`src/rtl/autobaud_ctrl_pkg.sv`:
```
// Shared UART constants and the autobaud calibration state encoding.
package autobaud_ctrl_pkg;

  typedef enum logic [2:0] {
    IDLE,
    ARM,
    WAIT_START,
    MEASURE,
    COMMIT
  } state_t;

  // 8 bit times x 16x oversampling -> divide the measured span by 128
  localparam int MEAS_SHIFT = 7;
  localparam int ROUND_ADD  = 64;

  localparam logic [1:0]  EDGE_TARGET  = 2'd3;
  localparam logic [15:0] DEFAULT_DVSR = 16'd650;

endpackage

```
`src/rtl/autobaud_ctrl_rx_sync_edge.sv`:
```
// Two-flop synchronizer for an asynchronous serial line plus a falling-edge pulse.
module rx_sync_edge (
  input  logic clk,
  input  logic reset_n,
  input  logic rx,
  output logic rx_s,
  output logic fall
);

  logic sync1;
  logic rx_s_prev;

  // Reset to the idle-high level so leaving reset never looks like a start edge
  always_ff @(posedge clk or negedge reset_n) begin
    if (!reset_n) begin
      sync1     <= 1'b1;
      rx_s      <= 1'b1;
      rx_s_prev <= 1'b1;
    end else begin
      sync1     <= rx;
      rx_s      <= sync1;
      rx_s_prev <= rx_s;
    end
  end

  assign fall = rx_s_prev & ~rx_s;

endmodule

```
`src/rtl/autobaud_ctrl.sv`:
```
// Measures a 0x55 sync character on rx and programs the baud generator divisor,
// switching the divisor only on a baud tick so the generator counter never overruns it.
module autobaud_ctrl #(
  parameter int              BITS         = 16,
  parameter int              CNT_BITS     = BITS + 7,
  parameter logic [BITS-1:0] DEFAULT_DVSR = BITS'(autobaud_ctrl_pkg::DEFAULT_DVSR)
) (
  input  logic            clk,
  input  logic            reset_n,
  input  logic            start,
  input  logic            abort,
  input  logic            rx,
  input  logic            baud_tick,
  output logic [BITS-1:0] dvsr,
  output logic            busy,
  output logic            done,
  output logic            error
);

  import autobaud_ctrl_pkg::*;

  state_t              state;
  state_t              state_next;
  logic                rx_s;
  logic                fall;
  logic [CNT_BITS-1:0] cnt;
  logic [1:0]          edges;
  logic [BITS-1:0]     cand;
  logic [CNT_BITS:0]   q;
  logic                load_cnt;
  logic                inc_edge;
  logic                capture;
  logic                commit_fire;
  logic                err_fire;

  rx_sync_edge u_sync (
    .clk     (clk),
    .reset_n (reset_n),
    .rx      (rx),
    .rx_s    (rx_s),
    .fall    (fall)
  );

  // Rounded divisor candidate; one spare bit keeps the rounding add from overflowing
  assign q    = ({1'b0, cnt} + (CNT_BITS+1)'(ROUND_ADD)) >> MEAS_SHIFT;
  assign busy = (state != IDLE);

  always_ff @(posedge clk or negedge reset_n) begin
    if (!reset_n) begin
      state <= IDLE;
    end else begin
      state <= state_next;
    end
  end

  always_comb begin
    state_next  = state;
    load_cnt    = 1'b0;
    inc_edge    = 1'b0;
    capture     = 1'b0;
    commit_fire = 1'b0;
    err_fire    = 1'b0;
    if (abort) begin
      state_next = IDLE;
    end else begin
      case (state)
        IDLE: begin
          if (start) state_next = ARM;
        end
        ARM: begin
          if (rx_s) state_next = WAIT_START;
        end
        WAIT_START: begin
          if (fall) begin
            load_cnt   = 1'b1;
            state_next = MEASURE;
          end
        end
        MEASURE: begin
          if (fall && (edges == EDGE_TARGET)) begin
            if (q < (CNT_BITS+1)'(2)) begin
              err_fire   = 1'b1;
              state_next = IDLE;
            end else begin
              capture    = 1'b1;
              state_next = COMMIT;
            end
          end else if (&cnt) begin
            err_fire   = 1'b1;
            state_next = IDLE;
          end else if (fall) begin
            inc_edge = 1'b1;
          end
        end
        COMMIT: begin
          if (baud_tick) begin
            commit_fire = 1'b1;
            state_next  = IDLE;
          end
        end
        default: state_next = IDLE;
      endcase
    end
  end

  // The generator clears its count on the same tick edge that loads the new divisor
  always_ff @(posedge clk or negedge reset_n) begin
    if (!reset_n) begin
      cnt   <= '0;
      edges <= '0;
      cand  <= '0;
      dvsr  <= DEFAULT_DVSR;
      done  <= 1'b0;
      error <= 1'b0;
    end else begin
      done  <= commit_fire;
      error <= err_fire;
      if (load_cnt) begin
        cnt   <= CNT_BITS'(1);
        edges <= '0;
      end else if (state == MEASURE) begin
        cnt <= cnt + CNT_BITS'(1);
        if (inc_edge) edges <= edges + 2'd1;
      end
      if (capture) cand <= BITS'(q - (CNT_BITS+1)'(1));
      if (commit_fire) dvsr <= cand;
    end
  end

endmodule

```
`config.mk`:
```
export PLATFORM = sky130hd
export DESIGN_NAME = autobaud_ctrl
export DESIGN_NICKNAME = d
export VERILOG_FILES = /design/src/rtl/autobaud_ctrl_pkg.sv /design/src/rtl/autobaud_ctrl_rx_sync_edge.sv /design/src/rtl/autobaud_ctrl.sv
export SDC_FILE = /design/constraint.sdc
export NUM_CORES = 1
export LEC_CHECK = 0
export ABC_AREA = 0
export CAP_MARGIN = 20
export CORE_MARGIN = 2
export CORE_UTILIZATION = 35
export DETAILED_ROUTE_END_ITERATION = 8
export PLACE_DENSITY = 0.57
export SYNTH_ARGS = -nofsm -noshare
export SYNTH_HDL_FRONTEND = slang
export SYNTH_HIERARCHICAL = 1
export SYNTH_SLANG_ARGS = --single-unit
```
`constraint.sdc`:
```
create_clock -name clk -period 3.6 [get_ports clk]
set_input_delay 0.72 -clock clk [delete_from_list [all_inputs] [get_ports clk]]
set_output_delay 0.72 -clock clk [all_outputs]
set_load 0.02 [all_outputs]
```
==> impl_metrics.env, run 1 <==
# yosys + openroad results
export IMPL_outcome="finished clean"
export IMPL_vdd_drop_max_mv=0.234
export IMPL_grt_pass1_vias=2646
export IMPL_die_h_um=107
export IMPL_grt_pass1_wl_um=12800
export IMPL_critPathKind="reg2reg"
export IMPL_ff_type="dfrtp_1"
export IMPL_mux_share_pct=8.07
export IMPL_end_kind="register"
export IMPL_most_common_cell="nand2_1"
export IMPL_max_cap_viol_count=0
export IMPL_largest_reg_flops=23
export IMPL_reg2reg_to="cand[3]$_DFFE_PN0P_"
export IMPL_cp_startpoint="cnt[6]$_DFFE_PN0P_"
export IMPL_synth_net_count=391
export IMPL_syn_to_final_growth_pct=13.0
export IMPL_hold_path_cell_count=0
export IMPL_io_pins=25
export IMPL_powerComb_w=0.000894
export IMPL_hold_violations=0
export IMPL_skew_ps=5.50
export IMPL_crit_fanout=17
export IMPL_n_all_inverters=6
export IMPL_seq_share_pct=39.2
export IMPL_compound_area_share_pct=6.64
export IMPL_hold_path_end="u_sync/rx_s$_DFF_PN1_"
export IMPL_worst_pin_slew_ps=674
export IMPL_clk_pin_slew_worst_paths_ps=70
export IMPL_rsz0062_at_grt="false"
export IMPL_pwr_density_cell_nw_per_um2=643
export IMPL_drc=0
export IMPL_coreArea_um2=10300
export IMPL_seq_power_w=0.00119
export IMPL_yosys_cells=381
export IMPL_area_leaders="dfrtp_1 (39%), nand2_1 (7.1%), xnor2_1 (5.5%), xor2_1 (5.5%), dfstp_2 (5.0%)"
export IMPL_cp_slowest_cell="dfrtp_1"
export IMPL_final_min_clock_period_ps=2900
export IMPL_cts_hold_buf=0
export IMPL_crit_end="cand[3]$_DFFE_PN0P_"
export IMPL_placed_area_um2=3980
export IMPL_synthTopCellsByCount="nand2_1 (70), dfrtp_1 (58), nor2_1 (38), xnor2_1 (23), xor2_1 (23)"
export IMPL_cp_arrival_ps=3120
export IMPL_ys_area_um2=3690
export IMPL_xor_area_share_pct=10.9
export IMPL_power_frac_seq_pct=44.2
export IMPL_nFillCells=1063
export IMPL_dr_pass1_iters=4
export IMPL_drt_iter0_drc=182
export IMPL_p_switching_w=0.00104
export IMPL_largestClassByArea="multi-input combinational cells"
export IMPL_row_count=37
export IMPL_required_ps=3820
export IMPL_top_regs="cnt x23, cand x16, dvsr x16"
export IMPL_viasPerCell=4.98
export IMPL_io_buffers=24
export IMPL_path_buffers=0
export IMPL_adder_share_pct=1.36
export IMPL_num_nets_final=405
export IMPL_num_multi_input_gates=284
export IMPL_syn_cell_area_um2=3690
export IMPL_warning_count=26
export IMPL_well_tap_count=136
export IMPL_setup_violations_final=0
export IMPL_grtUsageMet2_pct=22.7
export IMPL_logic_area_um2=1880
export IMPL_cts_setup_buffers=0
export IMPL_power_frac_comb_pct=33.3
export IMPL_clk_share_pct=4.53
export IMPL_hpwl_um=5140
export IMPL_p_leak_nw=1.80
export IMPL_hp_start="u_sync/sync1$_DFF_PN1_"
export IMPL_synth_flops=65
export IMPL_routed_wl_um=6990
export IMPL_rr_worst_depth=8
export IMPL_final_cells=536
export IMPL_regArea_um2=1640
export IMPL_post_cts_resized=0
export IMPL_busiest_layer="met2"
export IMPL_cp_top_family="simple AND/OR/NAND/NOR gates"
export IMPL_overflow=0
export IMPL_hp_class="reg2reg"
export IMPL_power_leader="registers"
export IMPL_use_met1_pct=18.3
export IMPL_chipArea_um2=11400
export IMPL_sh_comb_area_pct=45.1
export IMPL_relSlewSlack_pct=54.8
export IMPL_post_drt_wl_per_cell_um=13.0
export IMPL_slowest_delay_ps=460
export IMPL_preCtsSetupSlack_ps=717
export IMPL_synth_edff_count=0
export IMPL_detail_route_antenna_nets=0
export IMPL_setup_ws_ps=704
export IMPL_simple_gate_share_pct=24.0
export IMPL_fmax_mhz=345
export IMPL_finalSetupTns_ps=0
export IMPL_htreeDepth=3
export IMPL_diodes=0
export IMPL_cts_root_buffer="clkbuf_8"
export IMPL_yosysWarnings=6
export IMPL_path_cells="ha_1 > and3_1 > a311oi_2 > a41oi_1 > a211oi_2 > o211ai_1 > and4_4 > mux2_1"
export IMPL_power_w=0.00268
export IMPL_yosysSeqAreaShare_pct=44.3
export IMPL_drv_slew=0
export IMPL_antenna_found_initial=0
export IMPL_period_used_pct=80.4
export IMPL_top_area_share_pct=39.3
export IMPL_final_core_util_pct=40.6
export IMPL_startpoint_type="register"
export IMPL_dp_cells=520
export IMPL_topCombFamilyByArea="simple AND/OR/NAND/NOR gates"
export IMPL_via_count=2669
export IMPL_globalplace_congestion=0.848
export IMPL_ys_types=52
export IMPL_chipWidth_um=107
export IMPL_use_met3_pct=3.47
export IMPL_sw_frac_of_total_pct=38.6
export IMPL_numClockSinks=65
export IMPL_top_register="cnt"
export IMPL_drive_above_1_share_pct=13.0
export IMPL_clock_path_buffers=2
export IMPL_cts_tree="built"
export IMPL_grt_use_total_pct=14.0
export IMPL_synthArstFlopShare_pct=100
export IMPL_netlist_instances=381
export IMPL_buffer_area_share_pct=6.54
export IMPL_r2r_slack_ps=700
export IMPL_cp_depth=8
export IMPL_n_all_buffers=29
export IMPL_largest_area_cell="dfrtp_1"
export IMPL_grt_max_degree=31
export IMPL_p_clk_share_pct=22.5
export IMPL_avgSynthCellArea_um2=9.69
export IMPL_reg2reg_from="cnt[6]$_DFFE_PN0P_"
export IMPL_initCoreUtil_pct=35.9
## run 1: placed cells by master (no fill, tap or decap), types with 3 or more instances in the layout
master,n
and3_1,7
mux2_4,7
o21ai_0,5
mux2_2,3
mux2i_1,8
clkdlybuf4s50_1,23
inv_1,6
or3_1,4
nor3_1,6
dfrtp_1,58
a31oi_1,3
nor4_1,3
xor2_1,23
nand3_1,15
xnor2_1,23
nand2b_1,4
buf_4,5
a21oi_1,8
dfstp_2,7
a32oi_1,4
nand2_1,70
nor2_1,38
clkbuf_1,3
ha_1,4
mux2_1,7
clkbuf_8,10
nand4_1,9
## run 1: per-layer routing
layer / up-vias / routed length (um)
li1: 1330 / -
met1: 1280 / 3330
met2: 46 / 3290
met3: 13 / 244
met4: 0 / 131
met5: - / 0
Fig. 1: run 1, clock wiring as the flow saved it
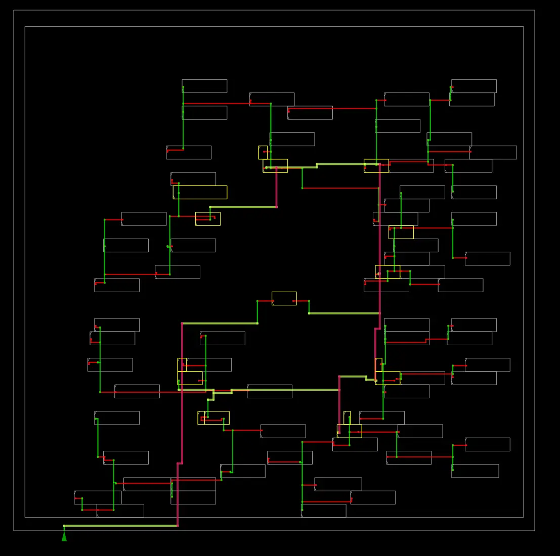
Clock buffer cells: 13
Flops: 65
clk_lat worst skew: 340 ps
clock buffer count from CTS: 9
Clock group: 0.000603 W

Fig. 2: run 1, ports around the boundary
Pins as bars across the die edge, other pins in grey.
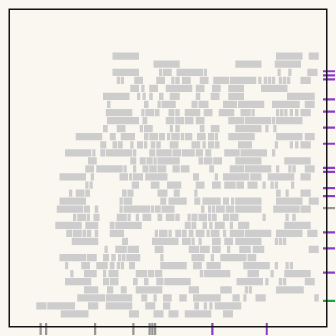
colour	port	pins	direction	edge
green	reset_n	1	input	east
purple	dvsr	16	output	14 east, 2 south
all pins by edge	16 east, 9 south

Fig. 3: run 1, gate families picked out
Scale bar: 20 um.
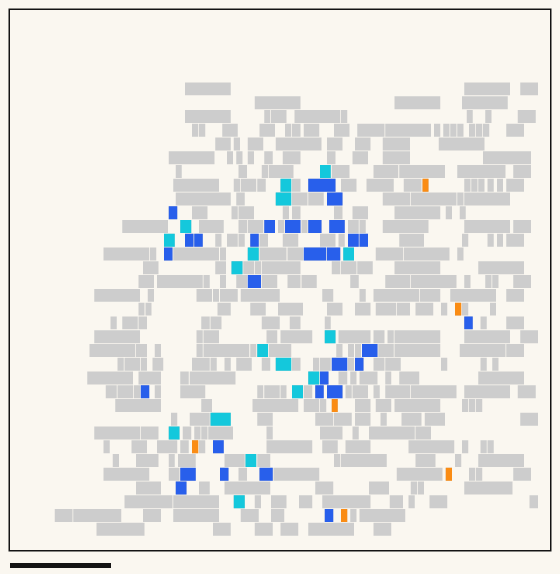
colour	family	cells
orange	inv cells	6
blue	aoi and oai cells	30
cyan	and/or cells	17

Fig. 4: run 1, sequential cells coloured by netlist name
Other sequential cells in the stronger grey, the rest of the logic in the fainter grey.
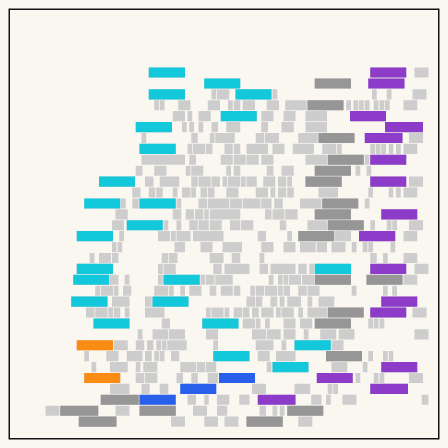

==> inputs of run 2 (changes only) <==
--- a/config.mk
+++ b/config.mk
@@ -10,7 +10,7 @@
 export CORE_MARGIN = 2
 export CORE_UTILIZATION = 35
 export DETAILED_ROUTE_END_ITERATION = 8
-export PLACE_DENSITY = 0.57
+export PLACE_DENSITY = 0.59
 export SYNTH_ARGS = -nofsm -noshare
 export SYNTH_HDL_FRONTEND = slang
 export SYNTH_HIERARCHICAL = 1
==> constraint.sdc (replaced) <==
create_clock -name clk -period 2.59 [get_ports clk]
set_input_delay 0.518 -clock clk [delete_from_list [all_inputs] [get_ports clk]]
set_output_delay 0.518 -clock clk [all_outputs]
set_load 0.02 [all_outputs]
Fig. 5: run 2, sequential cells coloured by netlist name
Other sequential cells in the stronger grey, the rest of the logic in the fainter grey.
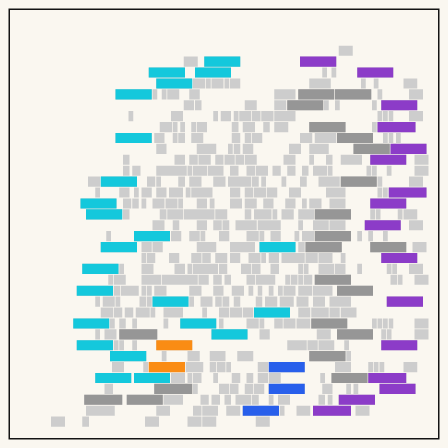
colour	signal	placed flops
cyan	cnt	23
orange	edges	2
blue	state	3
purple	dvsr	16
not coloured	21

==> impl_metrics.env, run 2 <==
# yosys + openroad results
export IMPL_synth_edff_count=0
export IMPL_seq_cell_count=65
export IMPL_vdd_drop_max_mv=0.420
export IMPL_netlist_instances=381
export IMPL_most_common_cell="nand2_1"
export IMPL_compound_area_share_pct=6.64
export IMPL_final_core_util_pct=43.5
export IMPL_setup_violations_final=0
export IMPL_largest_reg_flops=23
export IMPL_top_area_share_pct=39.3
export IMPL_crit_fanout=8
export IMPL_cp_startpoint="cnt[7]$_DFFE_PN0P_"
export IMPL_dp_cells=548
export IMPL_chipWidth_um=107
export IMPL_startpoint_type="register"
export IMPL_cts_tree="built"
export IMPL_simple_gate_share_pct=24.0
export IMPL_regArea_um2=1640
export IMPL_nFillCells=1033
export IMPL_clk_share_pct=3.66
export IMPL_cp_arrival_ps=2740
export IMPL_synth_net_count=391
export IMPL_cts_hold_buf=0
export IMPL_period_used_pct=97.2
export IMPL_outcome="finished clean"
export IMPL_topCombFamilyByArea="simple AND/OR/NAND/NOR gates"
export IMPL_seq_share_pct=36.5
export IMPL_yosys_cells=381
export IMPL_finalSetupTns_ps=0
export IMPL_drt_iter0_drc=185
export IMPL_diodes=0
export IMPL_buffer_area_share_pct=11.7
export IMPL_area_leaders="dfrtp_1 (39%), nand2_1 (7.1%), xnor2_1 (5.5%), xor2_1 (5.5%), dfstp_2 (5.0%)"
export IMPL_relSlewSlack_pct=66.6
export IMPL_reg2reg_to="cand[12]$_DFFE_PN0P_"
export IMPL_worst_pin_slew_ps=498
export IMPL_post_cts_resized=0
export IMPL_ff_type="dfrtp_1"
export IMPL_sh_comb_area_pct=43.7
export IMPL_end_kind="register"
export IMPL_crit_end="cand[12]$_DFFE_PN0P_"
export IMPL_hp_class="in2async"
export IMPL_final_min_clock_period_ps=2520
export IMPL_chipArea_um2=11400
export IMPL_n_all_inverters=6
export IMPL_synthTopCellsByCount="nand2_1 (70), dfrtp_1 (58), nor2_1 (38), xnor2_1 (23), xor2_1 (23)"
export IMPL_antenna_found_initial=0
export IMPL_synthArstFlopShare_pct=100
export IMPL_fmax_mhz=397
export IMPL_max_cap_viol_count=0
export IMPL_ys_area_um2=3690
export IMPL_routed_wl_um=8010
export IMPL_coreArea_um2=10300
export IMPL_skew_ps=9.75
export IMPL_placed_area_um2=4210
export IMPL_preCtsSetupSlack_ps=43.2
export IMPL_mux_share_pct=8.07
export IMPL_largest_area_cell="dfrtp_1"
export IMPL_synth_flops=65
export IMPL_globalplace_congestion=0.863
export IMPL_n_all_buffers=61
export IMPL_rsz0062_at_grt="true"
export IMPL_required_ps=2820
export IMPL_drv_slew=0
export IMPL_top_regs="cnt x23, cand x16, dvsr x16"
export IMPL_io_pins=25
export IMPL_warning_count=27
export IMPL_grt_pass1_wl_um=13200
export IMPL_well_tap_count=136
export IMPL_cts_setup_buffers=0
export IMPL_cts_root_buffer="clkbuf_8"
export IMPL_die_h_um=107
export IMPL_num_nets_final=439
export IMPL_hold_violations=0
export IMPL_grt_pass1_vias=2753
export IMPL_num_multi_input_gates=286
## run 2: critical path, stage by stage, from the launching register on
cell,delay (ps)
dfrtp_1,400
ha_4,170
nand3_4,90
nor4_4,310
mux2_4,350
o21a_1,110
o211ai_1,230
and4_4,430
mux2_4,310
## run 2: report_power, final
part / total (W) / internal [W] / switching [W]
combinational: 0.00173 / 0.000801 / 0.000927
sequential: 0.00149 / 0.00122 / 0.000267
clock: 0.000746 / 0.000344 / 0.000401
## run 2: per-layer routing
layer	GRT usage, %	vias to the layer above	share of wire [%]
met2	22.5	54	47
met5	0	-	0
met1	20.1	1374	48
li1	-	1403	-
met3	3.28	8	3.4
met4	5.57	0	1.2
==> inputs of run 3 (changes only) <==
--- a/config.mk
+++ b/config.mk
@@ -11,6 +11,7 @@
 export CORE_UTILIZATION = 35
 export DETAILED_ROUTE_END_ITERATION = 8
 export PLACE_DENSITY = 0.59
+export SKIP_LAST_GASP = 1
 export SYNTH_ARGS = -nofsm -noshare
 export SYNTH_HDL_FRONTEND = slang
 export SYNTH_HIERARCHICAL = 1
Fig. 6: run 3, sequential cells coloured by netlist name
Other sequential cells in the stronger grey, the rest of the logic in the fainter grey.
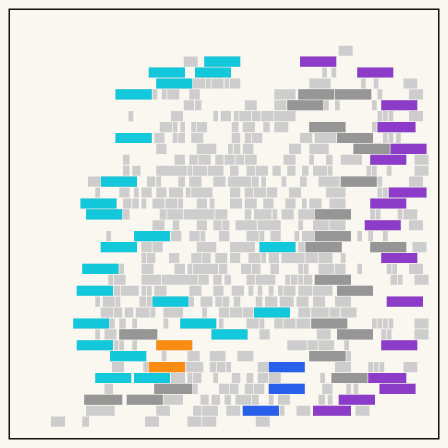
colour	signal	placed flops
blue	state	3
cyan	cnt	23
purple	dvsr	16
orange	edges	2

==> impl_metrics.env, run 3 <==
# yosys + openroad results
export IMPL_synth_edff_count=0
export IMPL_cp_depth=8
export IMPL_cts_root_buffer="clkbuf_8"
export IMPL_power_frac_comb_pct=43.6
export IMPL_worst_pin_slew_ps=510
export IMPL_powerComb_w=0.00172
export IMPL_path_cells="ha_4 > nand3_4 > nor4_4 > mux2_4 > o21a_1 > o211ai_1 > and4_4 > mux2_4"
export IMPL_r2r_slack_ps=60
export IMPL_largest_area_cell="dfrtp_1"
export IMPL_io_buffers=24
export IMPL_row_count=37
export IMPL_cp_arrival_ps=2760
export IMPL_crit_fanout=8
export IMPL_largest_reg_flops=23
export IMPL_numClockSinks=65
export IMPL_htreeDepth=3
export IMPL_top_area_share_pct=39.3
export IMPL_period_used_pct=97.8
export IMPL_cp_slowest_cell="and4_4"
export IMPL_dr_pass1_iters=4
export IMPL_sw_frac_of_total_pct=40.2
export IMPL_io_pins=25
export IMPL_path_buffers=0
export IMPL_pwr_density_cell_nw_per_um2=885
export IMPL_top_regs="cnt x23, cand x16, dvsr x16"
export IMPL_coreArea_um2=10300
export IMPL_rr_worst_depth=8
export IMPL_ff_type="dfrtp_1"
export IMPL_final_core_util_pct=43.5
export IMPL_preCtsSetupSlack_ps=43.2
export IMPL_adder_share_pct=1.36
export IMPL_max_cap_viol_count=0
export IMPL_cts_tree="built"
export IMPL_finalSetupTns_ps=0
export IMPL_mostFrequentLayoutCells="nand2_1 (70), dfrtp_1 (58), nor2_1 (38)"
export IMPL_final_common_cell="nand2_1"
export IMPL_drv_slew=0
export IMPL_yosysWarnings=6
export IMPL_cts_buffers=9
export IMPL_critPathKind="reg2reg"
export IMPL_drc=0
export IMPL_yosys_cells=381
export IMPL_power_leader="combinational logic"
export IMPL_avgSynthCellArea_um2=9.69
export IMPL_grt_max_degree=66
export IMPL_power_frac_seq_pct=37.6
export IMPL_slowest_delay_ps=430
export IMPL_grt_pass1_wl_um=13200
export IMPL_outcome="finished clean"
export IMPL_syn_to_final_growth_pct=21.1
export IMPL_p_leak_nw=1.96
export IMPL_post_drt_wl_per_cell_um=14.1
export IMPL_relSlewSlack_pct=65.9
export IMPL_synth_net_count=391
export IMPL_dp_cells=548
export IMPL_overflow=0
export IMPL_synthTopCellsByCount="nand2_1 (70), dfrtp_1 (58), nor2_1 (38), xnor2_1 (23), xor2_1 (23)"
export IMPL_path_common_cell="mux2_4"
export IMPL_vdd_drop_max_mv=0.418
export IMPL_viasPerCell=4.93
export IMPL_ys_area_um2=3690
export IMPL_drive_above_1_share_pct=21.2
export IMPL_yosysSeqAreaShare_pct=44.3
export IMPL_hpwl_um=5550
-- run 3: netlist changes by cell type in the layout (fill, tap and decap cells not counted) --
cell | previous run | this run
mux2_1 | 6 | 7
mux2_4 | 8 | 7
-- run 3: metal layers --
layer	track usage (%)	share of wire, %	vias to the layer above
li1	-	-	1401
met1	20.1	48	1337
met4	5.57	1.7	0
met3	3.28	3.4	11
met2	22.5	47	60
met5	0	0	-
-- run 3: final cells by class --
| type | count | area (um2) | share of cell area (%) |
|---|---|---|---|
| repair buffers | 61 | 526 | 11.8 |
| clock buffers | 11 | 131 | 2.94 |
| clock inverters | 5 | 32.5 | 0.728 |
| inverters | 6 | 22.5 | 0.504 |
| multi-input cells | 286 | 1950 | 43.7 |
| flip-flops and latches | 65 | 1640 | 36.6 |
| well taps | 136 | 170 | 3.81 |
Power and IR drop assume default switching activity.
